File: src/rtl/fetch_ctrl.sv
// fetch_ctrl: fetch-stage sequencer for the RV32 front end.
// Arbitrates trap / EX / ID redirects onto the PC register controls, runs a
// single-outstanding instruction-memory request and presents the fetched
// instruction to IF/ID from a one-entry holding register.
//
// Optional feature: define FETCH_TIMEOUT_EN to add the bus timeout counter and
// the FAULT state (timeout length set by BUS_TIMEOUT). Without it, WAIT waits
// indefinitely and fetch_fault is tied to 0.
//
// Handshakes:
//   imem_req/imem_gnt form a valid/ready pair: a request transfers on a cycle
//   where both are high, and imem_addr is meaningful while imem_req is high.
//   imem_rvalid qualifies imem_rdata for exactly one cycle with no
//   backpressure and is only honoured in WAIT. if_valid has no ready of its
//   own: decode_stall is its inverse, so the presented instruction is consumed
//   on a cycle with if_valid & !decode_stall and no redirect. On a redirect
//   cycle if_valid may still be high and IF/ID must qualify it with the
//   redirect.
//
// dbg_state exposes the FSM state for observation.

module fetch_ctrl #(
    parameter int unsigned BUS_TIMEOUT = 255
) (
    input  logic        clk,
    input  logic        rst,
    input  logic        trap_valid,
    input  logic [31:0] trap_pc,
    input  logic        ex_redirect_valid,
    input  logic [31:0] ex_redirect_pc,
    input  logic        id_redirect_valid,
    input  logic [31:0] id_redirect_pc,
    input  logic        decode_stall,
    input  logic [31:0] pc_in,
    output logic        pc_stall,
    output logic        pc_redirect_valid,
    output logic [31:0] pc_redirect_pc,
    output logic        imem_req,
    output logic [31:0] imem_addr,
    input  logic        imem_gnt,
    input  logic        imem_rvalid,
    input  logic [31:0] imem_rdata,
    output logic        if_valid,
    output logic [31:0] if_pc,
    output logic [31:0] if_instr,
    output logic        fetch_fault,
    output logic [2:0]  dbg_state
);

    typedef enum logic [2:0] {
        S_IDLE  = 3'd0,
        S_REQ   = 3'd1,
        S_WAIT  = 3'd2,
        S_HOLD  = 3'd3
`ifdef FETCH_TIMEOUT_EN
        ,
        S_FAULT = 3'd4
`endif
    } state_t;

    state_t      state;
    state_t      state_nxt;
    logic        drop;
    logic        drop_nxt;
    logic        latch_pc;
    logic        latch_instr;
    logic        redir;
    logic [31:0] redir_pc;

`ifdef FETCH_TIMEOUT_EN
    localparam int CNT_RAW = $clog2(BUS_TIMEOUT + 1);
    localparam int CNT_W   = (CNT_RAW > 8) ? CNT_RAW : 8;

    logic [CNT_W-1:0] wait_cnt;
    logic [CNT_W-1:0] wait_cnt_nxt;
    logic             timeout_hit;

    assign wait_cnt_nxt = wait_cnt + CNT_W'(1);
    assign timeout_hit  = (wait_cnt_nxt == CNT_W'(BUS_TIMEOUT));
`else
    logic unused_cfg;

    // The timeout length only matters when the timeout logic is built.
    assign unused_cfg = ^BUS_TIMEOUT;
`endif

    // Redirect arbitration: trap beats EX beats ID; targets pass through untouched.
    always_comb begin
        redir = trap_valid | ex_redirect_valid | id_redirect_valid;
        if (trap_valid) begin
            redir_pc = trap_pc;
        end else if (ex_redirect_valid) begin
            redir_pc = ex_redirect_pc;
        end else if (id_redirect_valid) begin
            redir_pc = id_redirect_pc;
        end else begin
            redir_pc = 32'h0;
        end
    end

    assign pc_redirect_pc = redir_pc;
    assign imem_addr      = pc_in;
    assign dbg_state      = state;

    // State register.
    always_ff @(posedge clk or negedge rst) begin
        if (!rst) begin
            state <= S_IDLE;
        end else begin
            state <= state_nxt;
        end
    end

    // Next-state and per-state control outputs.
    always_comb begin
        state_nxt         = state;
        drop_nxt          = drop;
        latch_pc          = 1'b0;
        latch_instr       = 1'b0;
        pc_stall          = 1'b1;
        pc_redirect_valid = 1'b0;
        imem_req          = 1'b0;
        if_valid          = 1'b0;

        case (state)
            S_IDLE: begin
                // Redirects are not accepted here; just start fetching.
                state_nxt = S_REQ;
            end

            S_REQ: begin
                pc_redirect_valid = redir;
                pc_stall          = !redir;
                imem_req          = !redir;
                if (imem_gnt && !redir) begin
                    latch_pc  = 1'b1;
                    drop_nxt  = 1'b0;
                    state_nxt = S_WAIT;
                end
            end

            S_WAIT: begin
                pc_redirect_valid = redir;
                pc_stall          = !redir;
                if (imem_rvalid) begin
                    drop_nxt = 1'b0;
                    if (drop || redir) begin
                        // Response belongs to a flushed path.
                        state_nxt = S_REQ;
                    end else begin
                        latch_instr = 1'b1;
                        state_nxt   = S_HOLD;
                    end
                end else begin
                    if (redir) begin
                        drop_nxt = 1'b1;
                    end
`ifdef FETCH_TIMEOUT_EN
                    if (timeout_hit) begin
                        drop_nxt  = 1'b0;
                        state_nxt = S_FAULT;
                    end
`endif
                end
            end

            S_HOLD: begin
                if_valid          = 1'b1;
                pc_redirect_valid = redir;
                // Sequential advance only when the instruction is consumed.
                pc_stall          = decode_stall && !redir;
                if (redir || !decode_stall) begin
                    state_nxt = S_REQ;
                end
            end

`ifdef FETCH_TIMEOUT_EN
            S_FAULT: begin
                pc_redirect_valid = redir;
                pc_stall          = !redir;
                if (redir) begin
                    state_nxt = S_REQ;
                end
            end
`endif

            default: begin
                state_nxt = S_IDLE;
            end
        endcase
    end

    // Drop flag and the IF/ID holding register.
    always_ff @(posedge clk or negedge rst) begin
        if (!rst) begin
            drop     <= 1'b0;
            if_pc    <= 32'h0;
            if_instr <= 32'h0;
        end else begin
            drop <= drop_nxt;
            if (latch_pc) begin
                if_pc <= pc_in;
            end
            if (latch_instr) begin
                if_instr <= imem_rdata;
            end
        end
    end

`ifdef FETCH_TIMEOUT_EN
    // WAIT-cycle counter; held at zero outside WAIT so it starts clean on entry.
    always_ff @(posedge clk or negedge rst) begin
        if (!rst) begin
            wait_cnt <= '0;
        end else if (state != S_WAIT) begin
            wait_cnt <= '0;
        end else if (!imem_rvalid) begin
            wait_cnt <= wait_cnt_nxt;
        end
    end

    assign fetch_fault = (state == S_FAULT);
`else
    assign fetch_fault = 1'b0;
`endif

endmodule

File: config.mk
export PLATFORM = sky130hd
export DESIGN_NAME = fetch_ctrl
export DESIGN_NICKNAME = d
export VERILOG_FILES = /design/src/rtl/fetch_ctrl.sv
export SDC_FILE = /design/constraint.sdc
export NUM_CORES = 1
export LEC_CHECK = 0
export CAP_MARGIN = 20
export CORE_AREA = 5 5 116 118
export CTS_CLUSTER_DIAMETER = 40
export CTS_CLUSTER_SIZE = 28
export DETAILED_ROUTE_END_ITERATION = 12
export DIE_AREA = 0 0 121 123
export PLACE_DENSITY_LB_ADDON = 0.05
export SYNTH_ARGS = -nofsm -noshare
export SYNTH_HDL_FRONTEND = slang
export SYNTH_SLANG_ARGS = --single-unit
File: constraint.sdc
create_clock -name clk -period 4.9 [get_ports clk]
set_input_delay 0.49 -clock clk [delete_from_list [all_inputs] [get_ports clk]]
set_output_delay 0.49 -clock clk [all_outputs]
set_load 0.01 [all_outputs]
### Placed standard cells, run 1

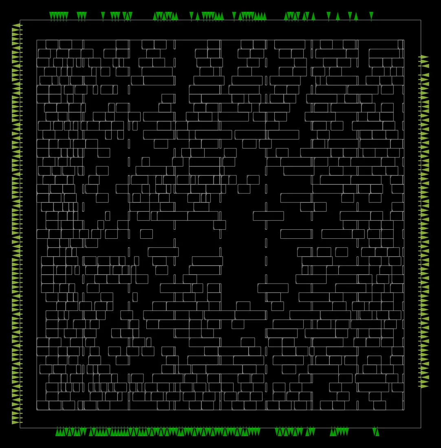
registers: 67
Seq area share: 24.8%

### Wiring heat map, run 1

(3 px per µm) 24 x 25 tiles, from dark blue (low) to red (high), scaled to the fullest tile. Values are wire area over tile area, all layers added.
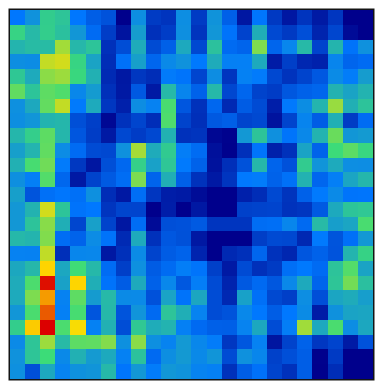
fullest tile = 0.56
emptiest ninth of the die = center
densest ninth of the die = south-west
nearly empty tiles = 4.0%
gr usage total: 16.6%
via count: 3,407
drt total wl: 13,100 µm

### I/O nets highlighted, run 1

(4 px per µm)
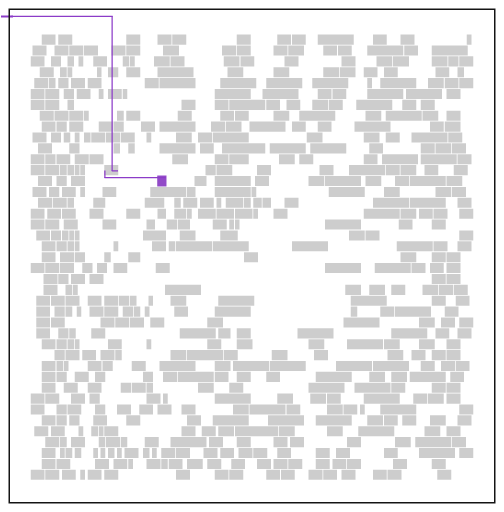
purple -> imem_req  # bits 1, direction output, edge west, end cells 1, buffers 1, wire 81.9 µm
num ports: 304
PortBufs: 301

run 1: metal layers:
metal | GRT usage (%) | part of all wire [%] | wire (µm) | vias to the layer above
met2 | 29.2 | 51 | 6630 | 197
met3 | 7.14 | 11 | 1400 | 27
met5 | 0 | 0 | 0 | -
met4 | 8.07 | 3.1 | 410 | 0
li1 | - | - | - | 1606
met1 | 17.1 | 35 | 4630 | 1577
run 1: registers in the layout, summed over array words and instances, names as in the netlist:
register / flops
dbg_state: 2
drop: 1
if_instr: 32
if_pc: 32
run 1: worst max path at each step:
stage	start	to	slack [ns]	cells past startpoint
2_1_floorplan	ex_redirect_valid	pc_redirect_pc[0]	2.94	5
3_3_place_gp	ex_redirect_valid	pc_redirect_pc[15]	1.62	7
3_5_place_dp	ex_redirect_valid	pc_redirect_pc[15]	1.56	7
4_1_cts	ex_redirect_valid	pc_redirect_pc[15]	1.54	7
5_1_grt	ex_redirect_valid	pc_redirect_pc[11]	1.31	7
6_report	ex_redirect_valid	pc_redirect_pc[15]	1.58	7
run 1: metrics by stage:
stage,cell area (µm²),setup WS [ns],total power [mW],instances
after floorplan,3540,2.94,1.50,316
after global placement,6430,1.62,2.37,738
after detailed placement,6430,1.56,2.39,738
after CTS,6750,1.54,3.10,754
after global routing,6750,1.31,3.21,754
final,6750,1.58,3.04,754
run 1: power groups by stage:
stage / Clock [mW] / Combinational, mW / Sequential [mW]
2_1_floorplan: 0 / 0.399 / 1.10
3_3_place_gp: 0 / 1.41 / 0.959
3_5_place_dp: 0 / 1.42 / 0.975
4_1_cts: 0.709 / 1.42 / 0.964
5_1_grt: 0.733 / 1.49 / 0.993
6_report: 0.686 / 1.39 / 0.958
==> flow_summary_export.csv, run 1 <==
group,metric,value,unit
timing,whs,0.362,ns
outcome,status,"completed",
cells_and_area,clock_buffers,12,
critical_path,worst-path-buf-inv,4,
die,fp.dieH,123,µm
cells_and_area,layout_top_cell,"clkdlybuf4s50_1",
global_route,first_global_vias,3570,
cells_and_area,nNetsFinal,750,
clock_tree,postCtsHoldBufs,0,
yosys,yosysUniqueCellTypes,29,
die,row_count,41,
clock_tree,cts_resized,0,
timing,post-route-period-util,67.8,%
cells_and_area,buffer_area_share,45.0,%
clock_tree,root_buffer,"clkbuf_16",
global_route,antenna_found_initial,0,
global_route,grt_first_pass_wirelength,18900,µm
yosys,yosysTopAreaCell,"dfrtp_1",
place,gp_congestion,0.824,
route,drt-initial-drc-count,112,
global_route,grt_overflow,0,
yosys,synthTopCellsByArea,"dfrtp_1, mux2_2, buf_4",
critical_path,reg2reg_from,"dbg_state[1]",
clock_tree,clock-sinks,67,
yosys,logic_family,"multiplexers",
die,die_x,121,µm
yosys,ys_sh_simple,6.43,%
clock_tree,insertion_delay,0.32,ns
timing,clock_skew,0.00348,ns
power,switching_power,0.865,mW
### Sequential cells grouped by signal name, run 1

(4 px per µm)
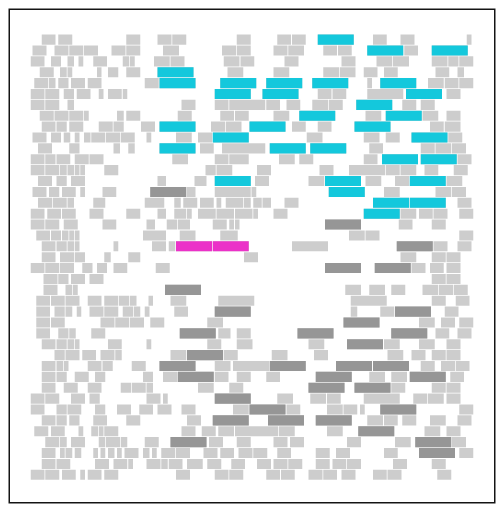

==> inputs of run 2 (changes only) <==
--- a/config.mk
+++ b/config.mk
@@ -6,11 +6,11 @@
 export NUM_CORES = 1
 export LEC_CHECK = 0
 export CAP_MARGIN = 20
-export CORE_AREA = 5 5 116 118
+export CORE_AREA = 5 5 115 117
 export CTS_CLUSTER_DIAMETER = 40
 export CTS_CLUSTER_SIZE = 28
 export DETAILED_ROUTE_END_ITERATION = 12
-export DIE_AREA = 0 0 121 123
+export DIE_AREA = 0 0 120 122
 export PLACE_DENSITY_LB_ADDON = 0.05
 export SYNTH_ARGS = -nofsm -noshare
 export SYNTH_HDL_FRONTEND = slang
==> constraint.sdc (replaced) <==
create_clock -name clk -period 3.07 [get_ports clk]
set_input_delay 0.307 -clock clk [delete_from_list [all_inputs] [get_ports clk]]
set_output_delay 0.307 -clock clk [all_outputs]
set_load 0.01 [all_outputs]
### Sequential cells grouped by signal name, run 2

(4 px per µm)
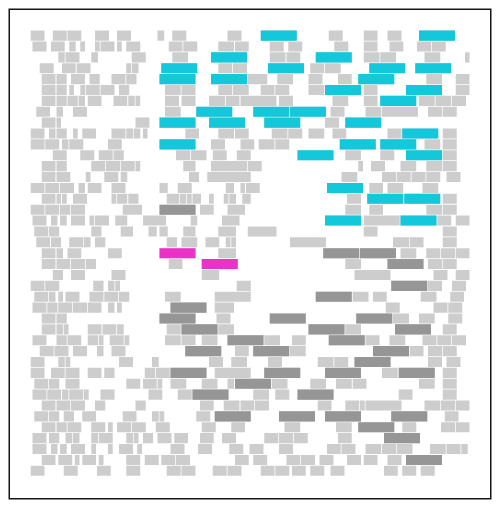
cyan -> if_instr  # placed flops 32
magenta -> dbg_state  # placed flops 2
not colored = 33
Seq area share: 24.9%
sequential cell area: 0.00168 mm²

### Signal wires by layer, run 2

(3 px per µm) Only two layers are drawn.
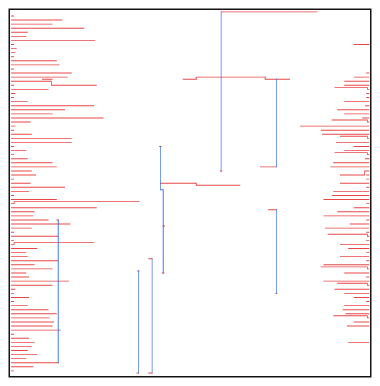
red -> metal 3  # wire length 1,510 µm
blue -> metal 4  # wire length 273 µm
drt total wl: 12,500 µm
gr usage total: 16.4%
via count: 3,404
WL per Instance: 17.0 µm

==> run 2 against run 1 <==
Effect of this change: routed wire length shrank 4.7%; design area shrank 0.33%; core utilization rose by 0.27 points; cell count down 2.7%; clock skew about the same; sequential share of layout area grew 0.083 points; highest routed layer unchanged; hold slack worse by 0.34 ns; largest cell class unchanged; sequential power is 59% higher.
==> flow_summary_export.csv, run 2 <==
group,metric,value,unit
outcome,status,"completed",
global_route,grt_overflow,0,
place,place_area,0.00643,mm²
place,gp_congestion,0.853,
power,switching_power,1.34,mW
place,dp_cells,718,
yosys,yosysUniqueCellTypes,29,
critical_path,reg2reg_slack,1.16,ns
cells_and_area,nNetsFinal,752,
die,fp.dieH,122,µm
global_route,first_global_vias,3614,
clock_tree,cts_resized,0,
clock_tree,postCtsHoldBufs,0,
global_route,grt_first_pass_wirelength,18800,µm
die,pin_count,304,
yosys,synthTopCellsByArea,"dfrtp_1, mux2_2, buf_4",
cells_and_area,design_area,0.00673,mm²
critical_path,worst-path-buf-inv,3,
place,io_buffers,301,
yosys,yosysTopAreaCell,"dfrtp_1",
critical_path,reg2reg_from,"dbg_state[0]",
timing,post-route-period-util,82.0,%
die,die_x,120,µm
cells_and_area,drive_above_1_share,15.1,%
power,switching_share,28.3,%
timing,slew_headroom,33.3,%
global_route,antenna_found_initial,1,
timing,whs,0.0193,ns
place,pre_cts_ws,0.524,ns
timing,layout_setup_ws,0.552,ns
cells_and_area,fillerInstances,1116,
critical_path,cp_max_fo,20,
cells_and_area,final_cells,734,
clock_tree,clk_pin_slew_worst_paths,0.05,ns
die,row_count,41,
clock_tree,cts_setup_buffers,0,
timing,post-route-min-period,2.52,ns
yosys,syn-cell-area,0.00354,mm²
clock_tree,insertion_delay,0.33,ns
critical_path,cpPeakStageDelay,0.59,ns
route,drt-initial-drc-count,90,
clock_tree,root_buffer,"clkbuf_16",
timing,clock_skew,0.00306,ns
cells_and_area,layout_top_cell,"clkdlybuf4s50_1",
power,power,4.75,mW
clock_tree,clock-sinks,67,
## run 2: cell counts after synthesis
Identical to the previous run, type by type.
## run 2: routing by layer
metal / part of all wire, % / global-route usage, % / wire length (µm) / vias to the layer above
met4: 2.2 / 6.66 / 272 / 0
met5: 0 / 0 / 0 / -
met1: 33 / 15.7 / 4070 / 1598
li1: - / - / - / 1619
met2: 53 / 30.2 / 6600 / 171
met3: 12 / 7.89 / 1510 / 16
## run 2: final cells by class
cell class	count	area [µm²]	area share [%]
Timing Repair Buffer	308	3070	45.6
Clock buffer	13	260	3.87
Antenna cell	1	2.50	0.0372
Sequential cell	67	1680	24.9
Inverter	4	15.0	0.223
Multi-Input combinational cell	189	1480	22.1
Clock inverter	2	35.0	0.521
Tap cell	150	188	2.79
## run 2: cells by family after synthesis
family	synth area share [%]
and+or+nand+nor	6.43
AOI/OAI and AO/OA	12.5
muxes	20.9
other	0.106
adders and majority gates	1.77
DFF	47.4
buffers and inverters	10.9
## run 2: worst max path at each step
stage | start | endpoint | depth (start not counted)
after global placement | id_redirect_valid | pc_redirect_pc[15] | 6
after detailed placement | id_redirect_valid | pc_redirect_pc[7] | 6
after global routing | id_redirect_valid | pc_redirect_pc[2] | 6
after floorplan | dbg_state[0] | if_instr[22] | 6
after CTS | id_redirect_valid | pc_redirect_pc[7] | 6
final | id_redirect_valid | pc_redirect_pc[7] | 6
## run 2: power by group through the flow
stage | logic (mW) | registers (mW) | clock network, mW
final | 2.22 | 1.52 | 1.01
after global routing | 2.37 | 1.59 | 1.08
after CTS | 2.27 | 1.53 | 1.05
after detailed placement | 2.26 | 1.55 | 0
after global placement | 2.24 | 1.53 | 0
after floorplan | 0.637 | 1.75 | 0
### I/O nets highlighted, run 2

(4 px per µm)
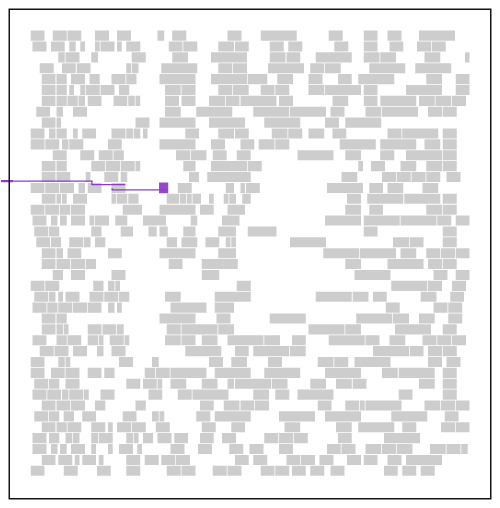

==> inputs of run 3 (changes only) <==
==> constraint.sdc (replaced) <==
create_clock -name clk -period 2.6 [get_ports clk]
set_input_delay 0.26 -clock clk [delete_from_list [all_inputs] [get_ports clk]]
set_output_delay 0.26 -clock clk [all_outputs]
set_load 0.01 [all_outputs]
### I/O nets highlighted, run 3

(4 px per µm)
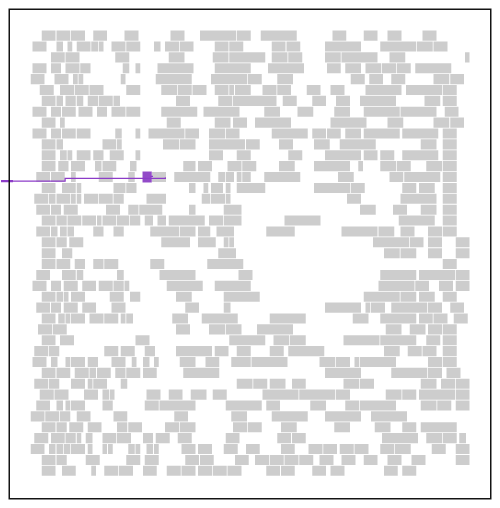
purple -> imem_req  # bits 1, direction output, edge west, end cells 1, buffers 1, wire 39.7 µm

==> run 3 against run 2 <==
Effect of this change: global-route usage is 0.27 points higher; synthesized cell count stayed put; die area stayed put; total power is 18% higher; hold slack better by 0.46 ns; cell count is 0.54% higher; count of clock-buffer cells in the layout is 1 higher; critical path depth stayed put; critical endpoint is now pc_redirect_pc[19]; largest cell class unchanged.
==> flow_summary_export.csv, run 3 <==
group,metric,value,unit
timing,post-route-min-period,2.28,ns
power,powerComb,2.64,mW
critical_path,cpPeakStageDelay,0.58,ns
place,place_area,0.00649,mm²
cells_and_area,antennaDiodeCount,0,
global_route,grt_first_pass_wirelength,19100,µm
outcome,status,"completed",
timing,whs,0.482,ns
die,row_count,41,
clock_tree,clock-sinks,67,
clock_tree,clk_pin_slew_worst_paths,0.05,ns
die,pin_count,304,
clock_tree,root_buffer,"clkbuf_16",
global_route,grt_overflow,0,
cells_and_area,drive_above_1_share,15.3,%
yosys,yosysUniqueCellTypes,29,
clock_tree,insertion_delay,0.32,ns
power,power-top-group,"combinational cells",
timing,slew_headroom,54.2,%
place,io_buffers,301,
timing,clock_skew,0.00492,ns
power,switching_share,28.6,%
global_route,first_global_vias,3601,
power,switching_power,1.61,mW
### Signal wires by layer, run 3

(3 px per µm) Only two layers are drawn.
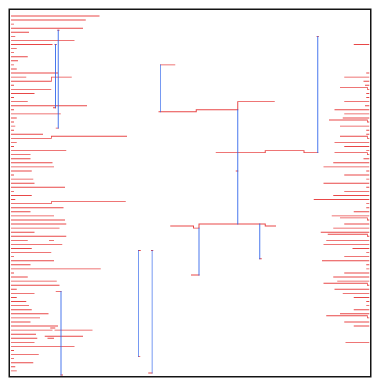
blue -> metal 4  # wire length 277 µm
red -> metal 3  # wire length 1,480 µm
WL per Instance: 17.1 µm
via count: 3,416
gr usage total: 16.7%
drt total wl: 12,600 µm

## run 3: cell count changes in the layout (fill, tap and decap cells not counted), sizes merged
cell,previous run,this run
clkbuf,13,14
buf,9,12
diode,1,0
dlygate4sd3,0,1
## run 3: kinds of logic after synthesis
logic type / count (synthesis) / synth area share, %
other cells: 1 / 0.106
mux: 66 / 20.9
simple gates: 46 / 6.43
buf+inv: 60 / 10.9
compound gates: 70 / 12.5
fa+ha+maj: 5 / 1.77
flops: 67 / 47.4
## run 3: path summary, 6_finish.rpt
path | startpoint | endpoint | slack [ns] | cells past startpoint
worst max-delay path | id_redirect_valid | pc_redirect_pc[19] | 0.32 | 6
min in group asynchronous | rst | if_pc[26] | 0.51 | 2
max in group asynchronous | rst | if_instr[10] | 1.43 | 3
worst max register to register | dbg_state[1] | if_pc[2] | 0.79 | 5
worst min register to register | if_instr[28] | if_instr[28] | 0.48 | 1
worst min-delay path | if_instr[28] | if_instr[28] | 0.48 | 1
## run 3: metrics by stage
step / instances / worst slack [ns]
floorplan: 316 / 0.896
detailed placement: 721 / 0.299
global placement: 721 / 0.358
CTS: 738 / 0.296
global route: 738 / 0.128
finish: 738 / 0.316
## run 3: layout make-up
type                    instances  area [µm²]  area share [%]
clock inverters                 2        35.0           0.516
flip-flops and latches         67        1680            24.7
multi-input cells             189        1480            21.9
inverters                       4        15.0           0.221
clock buffers                  14         254            3.74
well taps                     150         188            2.76
repair buffers                312        3140            46.2
## run 3: repair_timing
action	in CTS	in global routing
resized	0	0
hold buffers	1	0
hold endpoints to repair	7	0
## run 3: layer usage
metal	part of all wire, %	track usage [%]	vias up
met5	0	0	-
met4	2.2	6.30	0
met3	12	7.43	21
met2	54	30.8	184
met1	33	16.4	1586
li1	-	-	1625
No activity file was given, so power comes from the tool's default toggle rates.
